**Supply network**

Pins as bars on the die edge.
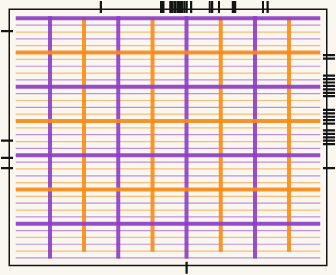
**Cell classes on the final placement**

The bar under the picture is 50 um long.
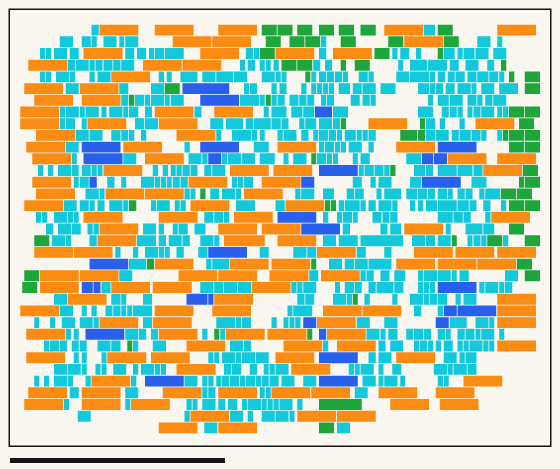
**Routed clock nets over the placement**

The bar under the picture is 50 um long.
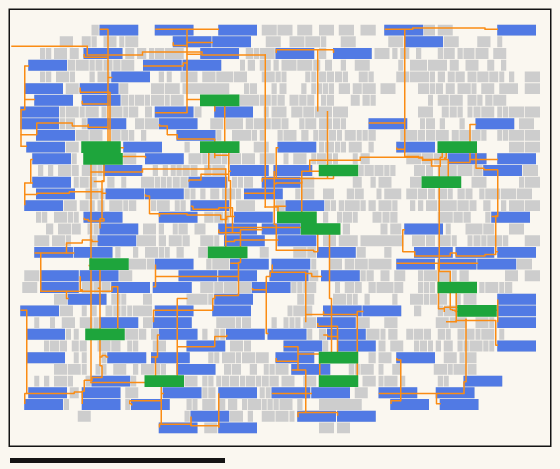
**Signal wires by layer**

Only two layers are drawn.
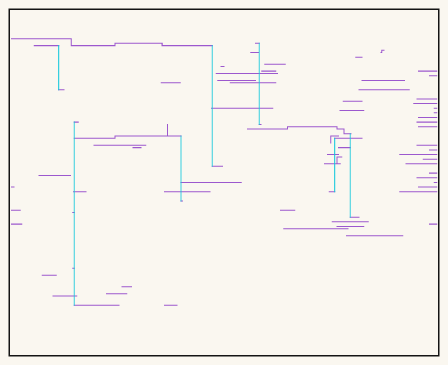
**Clock wiring as the flow saved it**

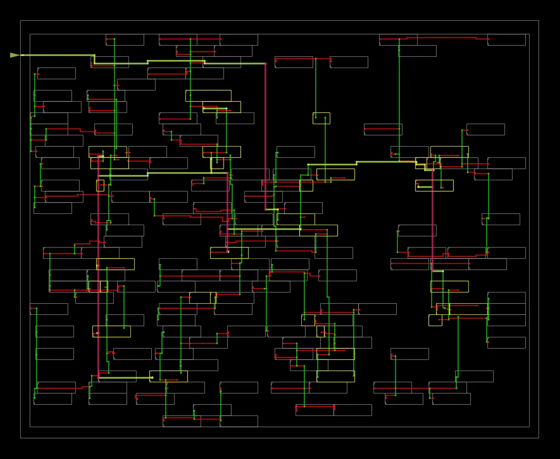
[config.mk]
export PLATFORM = sky130hd
export DESIGN_NAME = time_set_ctrl
export DESIGN_NICKNAME = d
export VERILOG_FILES = /design/src/rtl/time_set_ctrl.sv
export SDC_FILE = /design/constraint.sdc
export NUM_CORES = 1
export LEC_CHECK = 0
export CAP_MARGIN = 20
export CORE_ASPECT_RATIO = 0.8
export CORE_MARGIN = 2
export CORE_UTILIZATION = 60
export DETAILED_ROUTE_END_ITERATION = 10
export GPL_TIMING_DRIVEN = 0
export PLACE_DENSITY_LB_ADDON = 0.2
export SLEW_MARGIN = 5
export SYNTH_ARGS = -nofsm -noshare
export SYNTH_HDL_FRONTEND = slang
export SYNTH_SLANG_ARGS = --single-unit
[constraint.sdc]
create_clock -name clk -period 6.3 [get_ports clk]
set_input_delay 0.63 -clock clk [delete_from_list [all_inputs] [get_ports clk]]
set_output_delay 0.63 -clock clk [all_outputs]
set_load 0.01 [all_outputs]
[src/rtl/time_set_ctrl.sv]
// Set-mode controller for the watch: debounces mode/up/down buttons and walks the
// user through hour, minute and second edit fields before loading the clock once.
module time_set_ctrl #(
  parameter int DEB_CYCLES    = 50000,
  parameter int BLINK_HALF    = 12500000,
  parameter int REPEAT_START  = 25000000,
  parameter int REPEAT_PERIOD = 5000000
) (
  input  logic       clk,
  input  logic       rst,
  input  logic       btn_mode,
  input  logic       btn_up,
  input  logic       btn_down,
  input  logic [4:0] cur_hour,
  input  logic [5:0] cur_minute,
  input  logic [5:0] cur_second,
  output logic       edit_mode,
  output logic [1:0] field_sel,
  output logic [4:0] set_hour,
  output logic [5:0] set_minute,
  output logic [5:0] set_second,
  output logic       load,
  output logic       blink
);

  localparam int DW   = $clog2(DEB_CYCLES + 1);
  localparam int BW   = $clog2(BLINK_HALF + 1);
  localparam int RMAX = (REPEAT_START > REPEAT_PERIOD) ? REPEAT_START : REPEAT_PERIOD;
  localparam int RW   = $clog2(RMAX + 1);

  localparam logic [DW-1:0] DEB_LAST    = DW'(DEB_CYCLES - 1);
  localparam logic [BW-1:0] BLINK_LAST  = BW'(BLINK_HALF - 1);
  localparam logic [RW-1:0] START_LAST  = RW'(REPEAT_START - 1);
  localparam logic [RW-1:0] PERIOD_LAST = RW'(REPEAT_PERIOD - 1);

  localparam int MODE = 0;
  localparam int UP   = 1;
  localparam int DOWN = 2;

  localparam logic [2:0] RUN    = 3'd0;
  localparam logic [2:0] SET_H  = 3'd1;
  localparam logic [2:0] SET_M  = 3'd2;
  localparam logic [2:0] SET_S  = 3'd3;
  localparam logic [2:0] COMMIT = 3'd4;

  logic [2:0]    raw;
  logic [2:0]    sync1;
  logic [2:0]    sync2;
  logic [2:0]    stable;
  logic [2:0]    stable_d;
  logic [2:0]    press;
  logic [DW-1:0] deb_cnt [3];

  logic [2:0]    state;
  logic [2:0]    state_next;
  logic          in_set;
  logic          next_in_set;

  logic [RW-1:0] rep_cnt;
  logic          rep_started;
  logic          rep_active;
  logic          rep_fire;
  logic          both_held;
  logic          step_up;
  logic          step_down;
  logic          step_any;

  logic [BW-1:0] blink_cnt;

  function automatic logic [4:0] wrap_hour(input logic [4:0] v, input logic up);
    if (up) return (v == 5'd23) ? 5'd0 : v + 5'd1;
    return (v == 5'd0) ? 5'd23 : v - 5'd1;
  endfunction

  function automatic logic [5:0] wrap_sixty(input logic [5:0] v, input logic up);
    if (up) return (v == 6'd59) ? 6'd0 : v + 6'd1;
    return (v == 6'd0) ? 6'd59 : v - 6'd1;
  endfunction

  assign raw = {btn_down, btn_up, btn_mode};

  // A level is accepted only after it differs from the stable level for DEB_CYCLES edges.
  always_ff @(posedge clk or posedge rst) begin
    if (rst) begin
      sync1    <= '0;
      sync2    <= '0;
      stable   <= '0;
      stable_d <= '0;
      press    <= '0;
      for (int i = 0; i < 3; i++) deb_cnt[i] <= '0;
    end else begin
      sync1    <= raw;
      sync2    <= sync1;
      stable_d <= stable;
      press    <= stable & ~stable_d;
      for (int i = 0; i < 3; i++) begin
        if (sync2[i] == stable[i]) begin
          deb_cnt[i] <= '0;
        end else if (deb_cnt[i] == DEB_LAST) begin
          stable[i]  <= ~stable[i];
          deb_cnt[i] <= '0;
        end else begin
          deb_cnt[i] <= deb_cnt[i] + 1'b1;
        end
      end
    end
  end

  assign in_set      = (state == SET_H) || (state == SET_M) || (state == SET_S);
  assign next_in_set = (state_next == SET_H) || (state_next == SET_M) || (state_next == SET_S);
  assign both_held   = stable[UP] & stable[DOWN];
  assign rep_active  = in_set & (stable[UP] ^ stable[DOWN]);
  assign rep_fire    = rep_active & (rep_cnt == (rep_started ? PERIOD_LAST : START_LAST));

  // Mode wins over a simultaneous up/down event; holding both buttons does nothing.
  assign step_up   = in_set & ~press[MODE] & ~both_held & (press[UP]   | (rep_fire & stable[UP]));
  assign step_down = in_set & ~press[MODE] & ~both_held & (press[DOWN] | (rep_fire & stable[DOWN]));
  assign step_any  = step_up | step_down;

  always_ff @(posedge clk or posedge rst) begin
    if (rst) begin
      rep_cnt     <= '0;
      rep_started <= 1'b0;
    end else if (!rep_active) begin
      rep_cnt     <= '0;
      rep_started <= 1'b0;
    end else if (rep_fire) begin
      rep_cnt     <= '0;
      rep_started <= 1'b1;
    end else begin
      rep_cnt <= rep_cnt + 1'b1;
    end
  end

  always_comb begin
    state_next = state;
    case (state)
      RUN:     if (press[MODE]) state_next = SET_H;
      SET_H:   if (press[MODE]) state_next = SET_M;
      SET_M:   if (press[MODE]) state_next = SET_S;
      SET_S:   if (press[MODE]) state_next = COMMIT;
      default: state_next = RUN;
    endcase
  end

  always_ff @(posedge clk or posedge rst) begin
    if (rst) begin
      state      <= RUN;
      set_hour   <= '0;
      set_minute <= '0;
      set_second <= '0;
    end else begin
      state <= state_next;
      case (state)
        RUN: if (press[MODE]) begin
          set_hour   <= cur_hour;
          set_minute <= cur_minute;
          set_second <= cur_second;
        end
        SET_H:   if (step_any) set_hour   <= wrap_hour(set_hour, step_up);
        SET_M:   if (step_any) set_minute <= wrap_sixty(set_minute, step_up);
        SET_S:   if (step_any) set_second <= wrap_sixty(set_second, step_up);
        default: ;
      endcase
    end
  end

  // The field is kept visible on entry and while being adjusted, then flashes.
  always_ff @(posedge clk or posedge rst) begin
    if (rst) begin
      blink     <= 1'b1;
      blink_cnt <= '0;
    end else if (!next_in_set || (state_next != state) || step_any) begin
      blink     <= 1'b1;
      blink_cnt <= '0;
    end else if (blink_cnt == BLINK_LAST) begin
      blink     <= ~blink;
      blink_cnt <= '0;
    end else begin
      blink_cnt <= blink_cnt + 1'b1;
    end
  end

  always_comb begin
    field_sel = 2'd0;
    case (state)
      SET_H:   field_sel = 2'd1;
      SET_M:   field_sel = 2'd2;
      SET_S:   field_sel = 2'd3;
      default: field_sel = 2'd0;
    endcase
  end

  assign edit_mode = in_set;
  assign load      = (state == COMMIT);

endmodule
==> flow_summary.rst <==
Run summary
-----------

.. list-table::
   :header-rows: 1

   * - Metric
     - Value
   * - Outcome
     - finished, final reports clean
   * - Cells along the critical path
     - or4_1, a2111o_1, a2111oi_2, or3_1, a211o_1, or2_1, clkbuf_1, buf_2, nor2_1
   * - Signal buffers share of area
     - 6.82%
   * - Number of placed I/O pins
     - 44
   * - Sequential-to-total area share from yosys stat
     - around 47%
   * - Peak Freq
     - 0.317 GHz
   * - First-pass GRT wire length
     - ~26,000 um
   * - Largest reg by FF count
     - deb_cnt
   * - Crit path from
     - rep_cnt[6]
   * - Number of nets in the layout
     - 867
   * - GRT overflow
     - 0
   * - Combinational share of power
     - 2.6%
   * - Hold buffer count at CTS
     - 0
   * - Yosys cell count
     - 768
   * - Number of max-slew violations in the final report
     - 0
   * - Static Leakage
     - 3.57 nW
   * - Power of the combinational group
     - 0.0491 mW
   * - Clock transition at path regs
     - 0.06 ns
   * - Hold_ws
     - between 0.3 and 0.4 ns
   * - Flip-flop and latch count after synthesis
     - 134
   * - Fraction of area in clock buffers and inverters
     - 6.82%
   * - M1 WL
     - 7040 um
   * - Asr flop ratio synth
     - 100%
   * - Post-synth area from yosys stat
     - between 7000 and 8000 um2
   * - Worst Setup EP
     - blink_cnt[18]
   * - Half-perimeter wire length after placement
     - 10,300 um
   * - Worst slack at placement
     - around 3.2 ns
   * - Sequential standard cell area
     - 3350 um2
   * - CP delay by family, top
     - AND-OR/OR-AND gates
   * - Switching Share
     - 22.6%
   * - Ys Warns
     - 0
   * - Number of cells in the design after placement
     - 960
   * - Register share of total power
     - about 47%
   * - Via count of the first global-routing pass
     - 5,550
   * - Dominant register cell in the synthesized netlist
     - dfrtp_1
   * - P_int
     - approximately 1.4 mW
## Picture notes: 'supply network'
Key: VSS = purple; VDD = orange
7 straps on met5. 36 met1 rails follow the rows. 8 straps on met4. The core has 35 rows.
die boundary height: 101 um
total core area: 11,500 um2
chip width: 126 um

## Picture notes: 'cell classes on the final placement'
Key: remaining buffers and delay cells = green [cells 70, share of their area 7.0%]; registers = orange [cells 134, share of their area 41%]; clock drivers and dummy loads = blue [cells 32, share of their area 7.0%]; remaining logic cells = cyan [cells 608, share of their area 45%]
fraction of area in registers: 40.4%
number of standard-cell rows in the floorplan: 35
final design instance area without fill: 8310 um2
core utilization of the finished layout: 72.1%

## Picture notes: 'routed clock nets over the placement'
Key: flip-flops = blue [count 134]; clock wires = orange [length 1,700 um]; clock-net drivers = green [count 17]
Position of the flops: widely spread.
clock network power share: 50.7%
skew final: 0.00686 ns
clock group power: 0.948 mW
Skew-Pair Late Insertion Delay: 0.42 ns

## Picture notes: 'signal wires by layer'
Key: M4 = cyan [wire length 185 um]; M3 = purple [wire length 557 um]
Total Routing Usage GR: 25.6%
Vias: 5,618

## Picture notes: 'clock wiring as the flow saved it'
flop count: 134
layout clock buffer count: 19

cells in the mapped netlist (all sizes together) (8+ instances only):
master  number  area share [%]
ha          14             2.5
nand3       49             3.5
nand2b      11            0.97
a21oi       15             1.1
xor2        59             7.3
and3        23             2.0
dfrtp      133              47
inv         19             1.0
nand4       20             1.8
nor2b        9            0.79
nor3        15             1.1
nor2       149             7.9
clkbuf      19             1.0
o21ai       16             1.2
mux2         9             1.4
a31oi        8            0.71
xnor2       39             4.8
nand2       77             4.1
kinds of logic (layout without fill, tap and decap cells):
group	after synthesis	after routing	share of synthesized area, %
AND/OR/NAND/NOR	385	385	25.4
flip-flops	134	134	47.3
XOR/XNOR	98	98	12.1
AND-OR/OR-AND	76	76	7.73
buffers and inverters	45	121	2.54
multiplexers	16	16	2.42
adder cells (fa/ha/maj)	14	14	2.47
cells in the final DEF (no fill, tap or decap), types with 15 or more instances in the layout:
cell type        count
clkbuf_1            20
a21oi_1             15
nor2_1             149
nor3_1              15
inv_1               18
nand3_1             49
and3_1              23
clkbuf_16           17
clkdlybuf4s50_1     43
xnor2_1             39
xor2_1              59
nand4_1             20
nand2_1             77
dfrtp_1            133
how the worst min path moves through the flow:
stage	start	to	depth (start not counted)
after floorplan	sync1[0]	sync2[0]	0
after global placement	sync1[0]	sync2[0]	0
after detailed placement	sync1[0]	sync2[0]	0
after CTS	sync1[2]	sync2[2]	0
after global routing	sync1[0]	sync2[0]	0
final	sync1[2]	sync2[2]	0
worst reg2reg max path, cell delays in order, from the launching register on:
cell and delay [ns]:
dfrtp_1 0.44, or4_1 0.55, a2111o_1 0.45, a2111oi_2 0.45
or3_1 0.26, a211o_1 0.20, or2_1 0.13, clkbuf_1 0.21
buf_2 0.26, nor2_1 0.09
No activity file was given, so power comes from the tool's default toggle rates.
